$ cat src/rtl/mesi_line_array_if.sv
// rtl/mesi_line_array_if.sv - CPU, snoop, write-back and debug signal bundle for mesi_line_array
interface mesi_line_array_if #(
  parameter int IDX_W = 2
);
  logic             cpu_valid;
  logic [1:0]       cpu_op;
  logic [IDX_W-1:0] cpu_idx;
  logic             cpu_shared;
  logic             cpu_ready;
  logic             snoop_valid;
  logic [1:0]       snoop_op;
  logic [IDX_W-1:0] snoop_idx;
  logic             snoop_ready;
  logic [1:0]       bus_out;
  logic             mem_req;
  logic [1:0]       mem_out;
  logic [IDX_W-1:0] mem_idx;
  logic             mem_ack;
  logic [IDX_W-1:0] dbg_idx;
  logic [1:0]       dbg_state;

  modport slave (
    input  cpu_valid, cpu_op, cpu_idx, cpu_shared,
    input  snoop_valid, snoop_op, snoop_idx, mem_ack, dbg_idx,
    output cpu_ready, snoop_ready, bus_out, mem_req, mem_out, mem_idx, dbg_state
  );

  modport master (
    output cpu_valid, cpu_op, cpu_idx, cpu_shared,
    output snoop_valid, snoop_op, snoop_idx, mem_ack, dbg_idx,
    input  cpu_ready, snoop_ready, bus_out, mem_req, mem_out, mem_idx, dbg_state
  );
endinterface

$ cat src/rtl/mesi_line_array.sv
// rtl/mesi_line_array.sv - per-line MESI state array with snoop-priority arbitration and write-back handshake
module mesi_line_array #(
  parameter int IDX_W = 2
) (
  input logic             clock,
  input logic             Reset,
  mesi_line_array_if.slave io
);
  localparam int LINES = 2 ** IDX_W;

  localparam logic [1:0] ST_I = 2'b00;
  localparam logic [1:0] ST_S = 2'b01;
  localparam logic [1:0] ST_E = 2'b10;
  localparam logic [1:0] ST_M = 2'b11;

  localparam logic [1:0] BUS_IDLE = 2'b00;
  localparam logic [1:0] BUS_RD   = 2'b01;
  localparam logic [1:0] BUS_WR   = 2'b10;
  localparam logic [1:0] BUS_INV  = 2'b11;

  localparam logic [0:0] IDLE    = 1'b0;
  localparam logic [0:0] WB_WAIT = 1'b1;

  logic [LINES-1:0][1:0] lines_q, lines_d;
  logic [0:0]            fsm_q, fsm_d;
  logic [1:0]            bus_q, bus_d;
  logic                  mem_req_q, mem_req_d;
  logic [IDX_W-1:0]      mem_idx_q, mem_idx_d;

  logic             idle;
  logic             snoop_live;
  logic             snoop_acc;
  logic             cpu_acc;
  logic             cpu_ready_c;
  logic [IDX_W-1:0] ev_idx;
  logic [1:0]       cur;
  logic [1:0]       nxt;
  logic             wb;

  always_comb begin
    idle        = (fsm_q == IDLE);
    // A no-op snoop is accepted but must not steal the cycle from the CPU.
    snoop_live  = io.snoop_valid && (io.snoop_op != 2'b00);
    cpu_ready_c = idle && !snoop_live;
    snoop_acc   = idle && snoop_live;
    cpu_acc     = cpu_ready_c && io.cpu_valid;
    ev_idx      = snoop_acc ? io.snoop_idx : io.cpu_idx;
    cur         = lines_q[ev_idx];
    nxt         = cur;
    wb          = 1'b0;
    bus_d       = BUS_IDLE;

    if (snoop_acc) begin
      wb = (cur == ST_M);
      if (io.snoop_op == 2'b01) begin
        if (cur != ST_I) nxt = ST_S;
      end else begin
        nxt = ST_I;
      end
    end else if (cpu_acc) begin
      case (io.cpu_op)
        2'b00: begin
          if (cur == ST_I) begin
            nxt   = io.cpu_shared ? ST_S : ST_E;
            bus_d = BUS_RD;
          end
        end
        2'b01: begin
          nxt = ST_M;
          if (cur == ST_I)      bus_d = BUS_WR;
          else if (cur == ST_S) bus_d = BUS_INV;
        end
        2'b10: begin
          nxt = ST_I;
          wb  = (cur == ST_M);
        end
        default: ;
      endcase
    end

    lines_d         = lines_q;
    lines_d[ev_idx] = nxt;

    fsm_d     = fsm_q;
    mem_req_d = mem_req_q;
    mem_idx_d = mem_idx_q;
    if (wb) begin
      fsm_d     = WB_WAIT;
      mem_req_d = 1'b1;
      mem_idx_d = ev_idx;
    end else if (!idle && io.mem_ack) begin
      fsm_d     = IDLE;
      mem_req_d = 1'b0;
    end
  end

  always_ff @(posedge clock or posedge Reset) begin
    if (Reset) begin
      lines_q   <= '0;
      fsm_q     <= IDLE;
      bus_q     <= BUS_IDLE;
      mem_req_q <= 1'b0;
      mem_idx_q <= '0;
    end else begin
      lines_q   <= lines_d;
      fsm_q     <= fsm_d;
      bus_q     <= bus_d;
      mem_req_q <= mem_req_d;
      mem_idx_q <= mem_idx_d;
    end
  end

  assign io.cpu_ready   = cpu_ready_c;
  assign io.snoop_ready = idle;
  assign io.bus_out     = bus_q;
  assign io.mem_req     = mem_req_q;
  assign io.mem_out     = mem_req_q ? 2'b10 : 2'b00;
  assign io.mem_idx     = mem_idx_q;
  assign io.dbg_state   = lines_q[io.dbg_idx];
endmodule

$ cat src/flat_wrapper.sv
// flat-port wrapper written by rule: the top's interface ports become plain ports
module mesi_line_array_flat 
#(
  parameter int IDX_W = 2
)
  (clock, Reset, io_cpu_valid, io_cpu_op, io_cpu_idx, io_cpu_shared, io_snoop_valid, io_snoop_op, io_snoop_idx, io_mem_ack, io_dbg_idx, io_cpu_ready, io_snoop_ready, io_bus_out, io_mem_req, io_mem_out, io_mem_idx, io_dbg_state);
  mesi_line_array_if #(.IDX_W(IDX_W)) io_i ();
  input logic clock;
  input logic Reset;
  input wire logic [$bits(io_i.cpu_valid)-1:0] io_cpu_valid;
  input wire logic [$bits(io_i.cpu_op)-1:0] io_cpu_op;
  input wire logic [$bits(io_i.cpu_idx)-1:0] io_cpu_idx;
  input wire logic [$bits(io_i.cpu_shared)-1:0] io_cpu_shared;
  input wire logic [$bits(io_i.snoop_valid)-1:0] io_snoop_valid;
  input wire logic [$bits(io_i.snoop_op)-1:0] io_snoop_op;
  input wire logic [$bits(io_i.snoop_idx)-1:0] io_snoop_idx;
  input wire logic [$bits(io_i.mem_ack)-1:0] io_mem_ack;
  input wire logic [$bits(io_i.dbg_idx)-1:0] io_dbg_idx;
  output wire logic [$bits(io_i.cpu_ready)-1:0] io_cpu_ready;
  output wire logic [$bits(io_i.snoop_ready)-1:0] io_snoop_ready;
  output wire logic [$bits(io_i.bus_out)-1:0] io_bus_out;
  output wire logic [$bits(io_i.mem_req)-1:0] io_mem_req;
  output wire logic [$bits(io_i.mem_out)-1:0] io_mem_out;
  output wire logic [$bits(io_i.mem_idx)-1:0] io_mem_idx;
  output wire logic [$bits(io_i.dbg_state)-1:0] io_dbg_state;
  assign io_i.cpu_valid = io_cpu_valid;
  assign io_i.cpu_op = io_cpu_op;
  assign io_i.cpu_idx = io_cpu_idx;
  assign io_i.cpu_shared = io_cpu_shared;
  assign io_i.snoop_valid = io_snoop_valid;
  assign io_i.snoop_op = io_snoop_op;
  assign io_i.snoop_idx = io_snoop_idx;
  assign io_i.mem_ack = io_mem_ack;
  assign io_i.dbg_idx = io_dbg_idx;
  assign io_cpu_ready = io_i.cpu_ready;
  assign io_snoop_ready = io_i.snoop_ready;
  assign io_bus_out = io_i.bus_out;
  assign io_mem_req = io_i.mem_req;
  assign io_mem_out = io_i.mem_out;
  assign io_mem_idx = io_i.mem_idx;
  assign io_dbg_state = io_i.dbg_state;
  mesi_line_array #(.IDX_W(IDX_W)) u_core (.clock(clock), .Reset(Reset), .io(io_i));
endmodule
$ cat config.mk
export PLATFORM = sky130hd
export DESIGN_NAME = mesi_line_array_flat
export DESIGN_NICKNAME = d
export VERILOG_FILES = /design/src/rtl/mesi_line_array_if.sv /design/src/rtl/mesi_line_array.sv /design/src/flat_wrapper.sv
export SDC_FILE = /design/constraint.sdc
export NUM_CORES = 1
export LEC_CHECK = 0
export CELL_PAD_IN_SITES_DETAIL_PLACEMENT = 0
export CELL_PAD_IN_SITES_GLOBAL_PLACEMENT = 2
export CORE_ASPECT_RATIO = 1.1
export CORE_MARGIN = 2
export CORE_UTILIZATION = 27
export DETAILED_ROUTE_END_ITERATION = 6
export GPL_TIMING_DRIVEN = 0
export PLACE_DENSITY = 0.84
export SLEW_MARGIN = 25
export SYNTH_ARGS = -nofsm -noshare
export SYNTH_HDL_FRONTEND = slang
export SYNTH_SLANG_ARGS = --single-unit
$ cat constraint.sdc
create_clock -name clock -period 1.9 [get_ports clock]
set_input_delay 0.38 -clock clock [delete_from_list [all_inputs] [get_ports clock]]
set_output_delay 0.38 -clock clock [all_outputs]
set_load 0.02 [all_outputs]
Run 1, ports around the boundary:
Pins as bars across the die edge, other pins in gray.
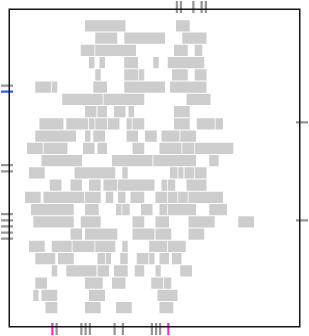
| color | port | pins | direction | edge |
|---|---|---|---|---|
| blue | `clock` | 1 | input | west |
| magenta | `io_mem_out` | 2 | output | south |

Run 1, sequential cells grouped by signal name:
Other sequential cells in the stronger gray, the rest of the logic in the fainter gray.
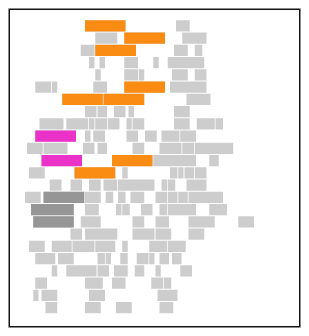
| color | signal | flops |
|---|---|---|
| orange | `u_core.lines_q` | 8 |
| magenta | `u_core.io.mem_idx` | 2 |
not colored: 3

==> metrics.cfg, run 1 <==
[route]
wirelength_mm=2.89
ant_nets=0
firstDrtPassIters=4
remaining_drc_errors=0
wl_per_cell_um=15.0
vias=989
viasPerCell=5.12
first_iter_violations=23

[outcome]
status=complete, but fails checks
violations=negative setup slack

[run]
max_cap_violations=0
tool_warnings=29

[synthesis]
yosys-stat-cells=107
synth_nets=123
top_cell_area_share=0.303
most_common_cell=nand2_1
synthAdderAreaFrac=0
yosysTopAreaCell=dfrtp_1
ys_chip_area_sq_um=1070
top_cells_by_count=nand2_1 (14), dfrtp_1 (13), mux2i_1 (5), nand3_1 (5)
synthXorXnorAreaFrac=0.00815
yosysWarnings=0
ys_seq_frac=0.303
flop_cell=dfrtp_1
post_synth_num_cell_types=49
yosys-top-cells-area=dfrtp_1 (30%), nand2_1 (4.9%), mux2i_1 (4.7%)
muxShareOfSynthArea=0.172
async_flop_share=1.00
syn_area_per_cell_sq_um=10.0
syn-instance-count=107
numSynthFlops=13
simple_gate_share=0.249
synthTopLogicFamily=simple AND/OR/NAND/NOR gates
ys_sh_aoi=0.215
synth_area_sq_um=1070
edf_count=0

[pwr]
powerClk_mw=0.251
power_leakage_nw=0.651
switchingPower_mw=0.677
power-top-group=combinational cells
p_seq_frac=0.286
clkPwrFrac=0.150
powerDensity_nw_per_um2=1080
p_comb_mw=0.948
p_int_mw=1.00
ir_drop_v=0.000576
pwr-share-comb=0.564
p_total_mw=1.68
swShare=0.403
pg_seq_mw=0.481

[sta]
post-route-min-period_ps=1980
fmax_ghz=0.506
maxSlewViolCount=0
finalCritPeriodShare=1.04
finalSetupViolCount=4
rsz0062_at_grt=yes
setup_ws_ps=-75.6
final.setup_skew_ps=4.61
holdWs_ps=439
finalHoldViolCount=0

[placed_design]
dp.cells=182
numPortBuffers=23
dpl_cell_area_sq_um=1390
hpwl_mm=2.23
place.gp.congestion=0.738

[grt]
grt_pass1_vias=1036
grt_usage=0.138
grt_max_degree=14
grt-ovfl-total=0
antenna_found_initial=0
grt_pass1_wl_mm=4.90

[cts]
numClockSinks=13
clock_path_buffers=2
clkSlewWorstSetupHoldPaths_ps=50
hold_buffers=0
cts_root_buf=clkbuf_8
cts_inserted_buffers=3
cts_max_level=1
cts_resized=29
cts_tree=yes
insertion_delay_ps=250
post_cts_buffers=7

[die]
fp-row-count=24
die_w_um=64.2
core_area_sq_um=3900
io_pins=27
die_h_um=70.2
die_area_sq_um=4500
initial_utilization=0.275

[final_layout]
postLayoutCellArea_sq_um=1550
lay_top_count=nand2_1
final_cells=193
diodes=0
num-nets-final=158
lay_top_cells=nand2_1 (14), dfrtp_1 (12), buf_4 (11), clkdlybuf4s50_1 (11)
drive_gt1_frac=0.362
area_growth_pct=44.2

[critical_path]
worstPathCellList=nand2b_4, o21ai_4, and2_4, mux2i_4, and3b_4, mux2_4
cp_max_fo=6
cpPeakStageDelay_ps=420
arrival_ps=2110
cp_num_buf_inv=0
crit_path_top_delay_cell=dfrtp_2
critPathKind=register to register
start_kind=register
critical_path.top_delay_family=simple AND/OR/NAND/NOR gates
cp-end-kind=register
worstPathRequired_ps=2040

[min_path]
hold_class=primary input to asynchronous set/reset pin

Run 1, routed metal, one color a layer:
Scale bar: 20 um.
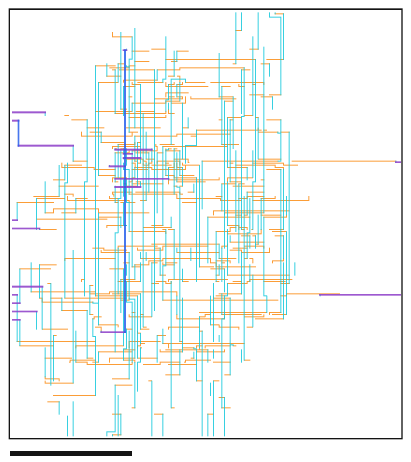
| color | layer | wire length |
|---|---|---|
| blue | M4 | 50.3 um |
| cyan | M2 | 1570 um |
| purple | M3 | 75.4 um |
| orange | M1 | 1200 um |

[run 1: final timing paths]
kind	slack [ps]	start	endpoint	depth (start not counted)
worst max-delay path	-80	u_core.fsm_q	u_core.io.mem_idx[1]	6
max in group asynchronous	1120	Reset	u_core.fsm_q	2
worst min-delay path	440	Reset	u_core.io.mem_idx[1]	2
worst max register to register	-80	u_core.fsm_q	u_core.io.mem_idx[1]	6
worst min register to register	520	u_core.io.mem_idx[1]	u_core.io.mem_idx[1]	1
min in group clock	520	u_core.io.mem_idx[1]	u_core.io.mem_idx[1]	1
[run 1: through the flow]
step / TNS [ps] / worst slack, ps / util
CTS: -290 / -80.9 / 0.383
global placement: -9090 / -705 / 0.355
floorplan: -61.2 / -30.6 / -
finish: -204 / -75.6 / 0.397
global route: -1000 / -134 / 0.397
detailed placement: -9390 / -743 / 0.355
[run 1: cell type report]
class | instances | area, sq um
clock buffers | 4 | 45.0
repair buffers | 30 | 275
inverters | 4 | 15.0
fillers | 411 | 2350
plain buffers | 5 | 42.5
well taps | 52 | 65.1
flip-flops and latches | 13 | 327
multi-input cells | 85 | 781
[run 1: state kept, by name, indices dropped and copies added, names as in the netlist]
signal / count
u_core.io.mem_idx: 2
u_core.io.bus_out: 2
u_core.fsm_q: 1
u_core.lines_q: 8
[run 1: cells by family (layout without fill, tap and decap cells)]
logic type,after synthesis,after routing
DFF,13,13
muxes,13,13
and+or+nand+nor,42,42
buffers and inverters,9,43
AOI/OAI and AO/OA,28,28
other,1,1
xor gates and xnor gates,1,1
[run 1: layer usage]
metal / GRT usage / up-vias / share of wire
met5: 0 / - / 0
met4: 0.0567 / 0 / 0.017
met3: 0.00644 / 5 / 0.026
met2: 0.257 / 25 / 0.54
met1: 0.163 / 480 / 0.41
li1: - / 479 / -
## Run 2: what changed since run 1
CORE_ASPECT_RATIO = not set   (was 1.1)
GPL_ROUTABILITY_DRIVEN = 0   (was not set)
SETUP_SLACK_MARGIN = 0.5   (was not set)
Run 2, clock distribution:
Scale bar: 20 um.
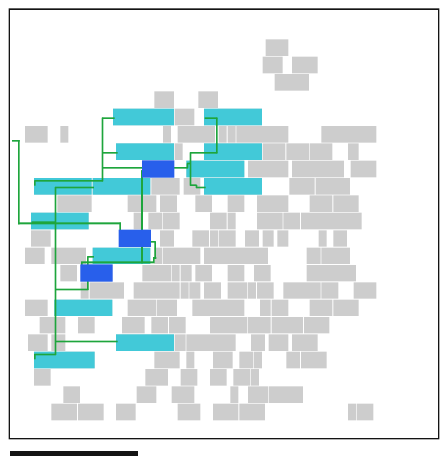
[cyan] flip-flops | count: 13
[blue] clock-net drivers | count: 3
[green] clock wires | length: 187 um
routed clock nets: 4

==> metrics.cfg, run 2 <==
[final_layout]
lay_top_count=nand2_1
fillers=372
postLayoutCellArea_sq_um=1690
num-nets-final=164
final_util=0.451
area_growth_pct=57.2
largest_reg_flops=8
logic_area_sq_um=847

[pwr]
p_total_mw=1.83
ir_drop_v=0.000680
pg_seq_mw=0.480
powerDensity_nw_per_um2=1080
power-top-group=combinational cells
clkPwrFrac=0.134
power_leakage_nw=0.701
p_comb_mw=1.11

[critical_path]
critical_path.top_delay_family=simple AND/OR/NAND/NOR gates
reg2reg_setup_slack_ps=-60
worstPathCellList=nand2b_4, nor4b_4, a311oi_4, mux2i_4, and3b_4, mux2_4
cpPeakStageDelay_ps=420
crit_path_top_delay_cell=dfrtp_2
critPathKind=register to register

[cts]
clkSlewWorstSetupHoldPaths_ps=50
cts_max_level=1

[sta]
setup_ws_ps=-56.5
rsz0062_at_grt=yes
finalSetupViolCount=8
maxSlewViolCount=0
finalHoldViolCount=0

[outcome]
status=complete, but fails checks
violations=negative setup slack

[die]
io_pins=27
fp-row-count=22
die_h_um=67.1
die_w_um=67.1

[synthesis]
syn-instance-count=107
yosys-top-cells-area=dfrtp_1 (30%), nand2_1 (4.9%), mux2i_1 (4.7%)
async_flop_share=1.00
flop_cell=dfrtp_1
most_common_cell=nand2_1
top_cell_area_share=0.303
synthAdderAreaFrac=0
post_synth_num_cell_types=49
muxShareOfSynthArea=0.172
synth_nets=123
yosys-stat-cells=107
ys_chip_area_sq_um=1070
top_cells_by_count=nand2_1 (14), dfrtp_1 (13), mux2i_1 (5), nand3_1 (5)
yosysTopAreaCell=dfrtp_1
synth_area_sq_um=1070

[grt]
grt_usage=0.136
antenna_found_initial=0
grt_pass1_wl_mm=4.62
grt_max_degree=14
grt_pass1_vias=990

[min_path]
hold_class=primary input to asynchronous set/reset pin

[route]
vias=987
ant_nets=0
wl_per_cell_um=15.3

[placed_design]
hpwl_mm=2.18

[run]
tool_warnings=29

Run 2, routed metal, one color a layer:
Scale bar: 20 um.
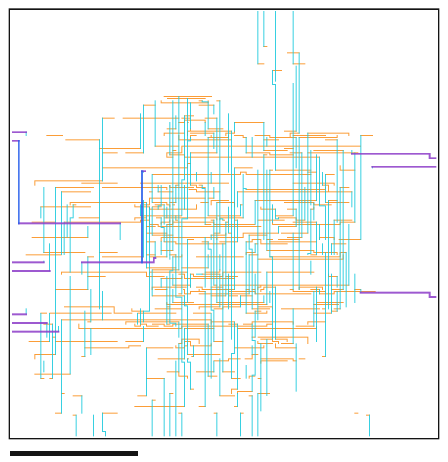
| color | layer | wire length |
|---|---|---|
| cyan | M2 | 1510 um |
| orange | M1 | 1350 um |
| blue | M4 | 27.2 um |
| purple | M3 | 92.4 um |

run 2: final cells by class:
class / instances / share of cell area
inverters: 4 / 0.0104
plain buffers: 5 / 0.0274
well taps: 48 / 0.0356
multi-input cells: 85 / 0.501
clock buffers: 4 / 0.0267
flip-flops and latches: 13 / 0.194
repair buffers: 36 / 0.204
run 2: worst paths after layout:
kind / from / to / cells after the start
max: u_core.fsm_q / u_core.io.mem_idx[1] / 6
min: Reset / u_core.lines_q[3] / 2
max reg2reg: u_core.fsm_q / u_core.io.mem_idx[1] / 6
max in group asynchronous: Reset / u_core.fsm_q / 2
min in group clock: u_core.io.mem_idx[0] / u_core.io.mem_idx[0] / 1
min reg2reg: u_core.io.mem_idx[0] / u_core.io.mem_idx[0] / 1
run 2: kinds of logic (layout without fill, tap and decap cells):
kind of cell | after synthesis | in the layout
other cells | 1 | 1
flops | 13 | 13
buf+inv | 9 | 49
simple gates | 42 | 42
xor+xnor | 1 | 1
compound gates | 28 | 28
mux | 13 | 13
run 2: worst register-to-register path, cell delays in order, from the launching register on:
cell and delay [ps]:
dfrtp_2 420, nand2b_4 200, nor4b_4 290, a311oi_4 110
mux2i_4 260, and3b_4 270, mux2_4 300
run 2: repair_timing:
item / in CTS / in global routing
endpoints found under the setup margin: 23 / 19
gates resized: 65 / 25
pin swaps: 9 / 9
buffers inserted: 8 / 5
hold buffers: 0 / 0
run 2: stage by stage:
step | setup slack (ps) | cells
2_1_floorplan | -30.6 | 107
3_3_place_gp | -701 | 178
3_5_place_dp | -751 | 178
4_1_cts | -37.9 | 190
5_1_grt | -111 | 195
6_report | -56.5 | 195
run 2: per-layer routing:
metal / GRT usage / wire [um]
met2: 0.235 / 1510
met4: 0.0459 / 27
met5: 0 / 0
met3: 0.0253 / 92
met1: 0.169 / 1350
No activity file was given, so power comes from the tool's default toggle rates.
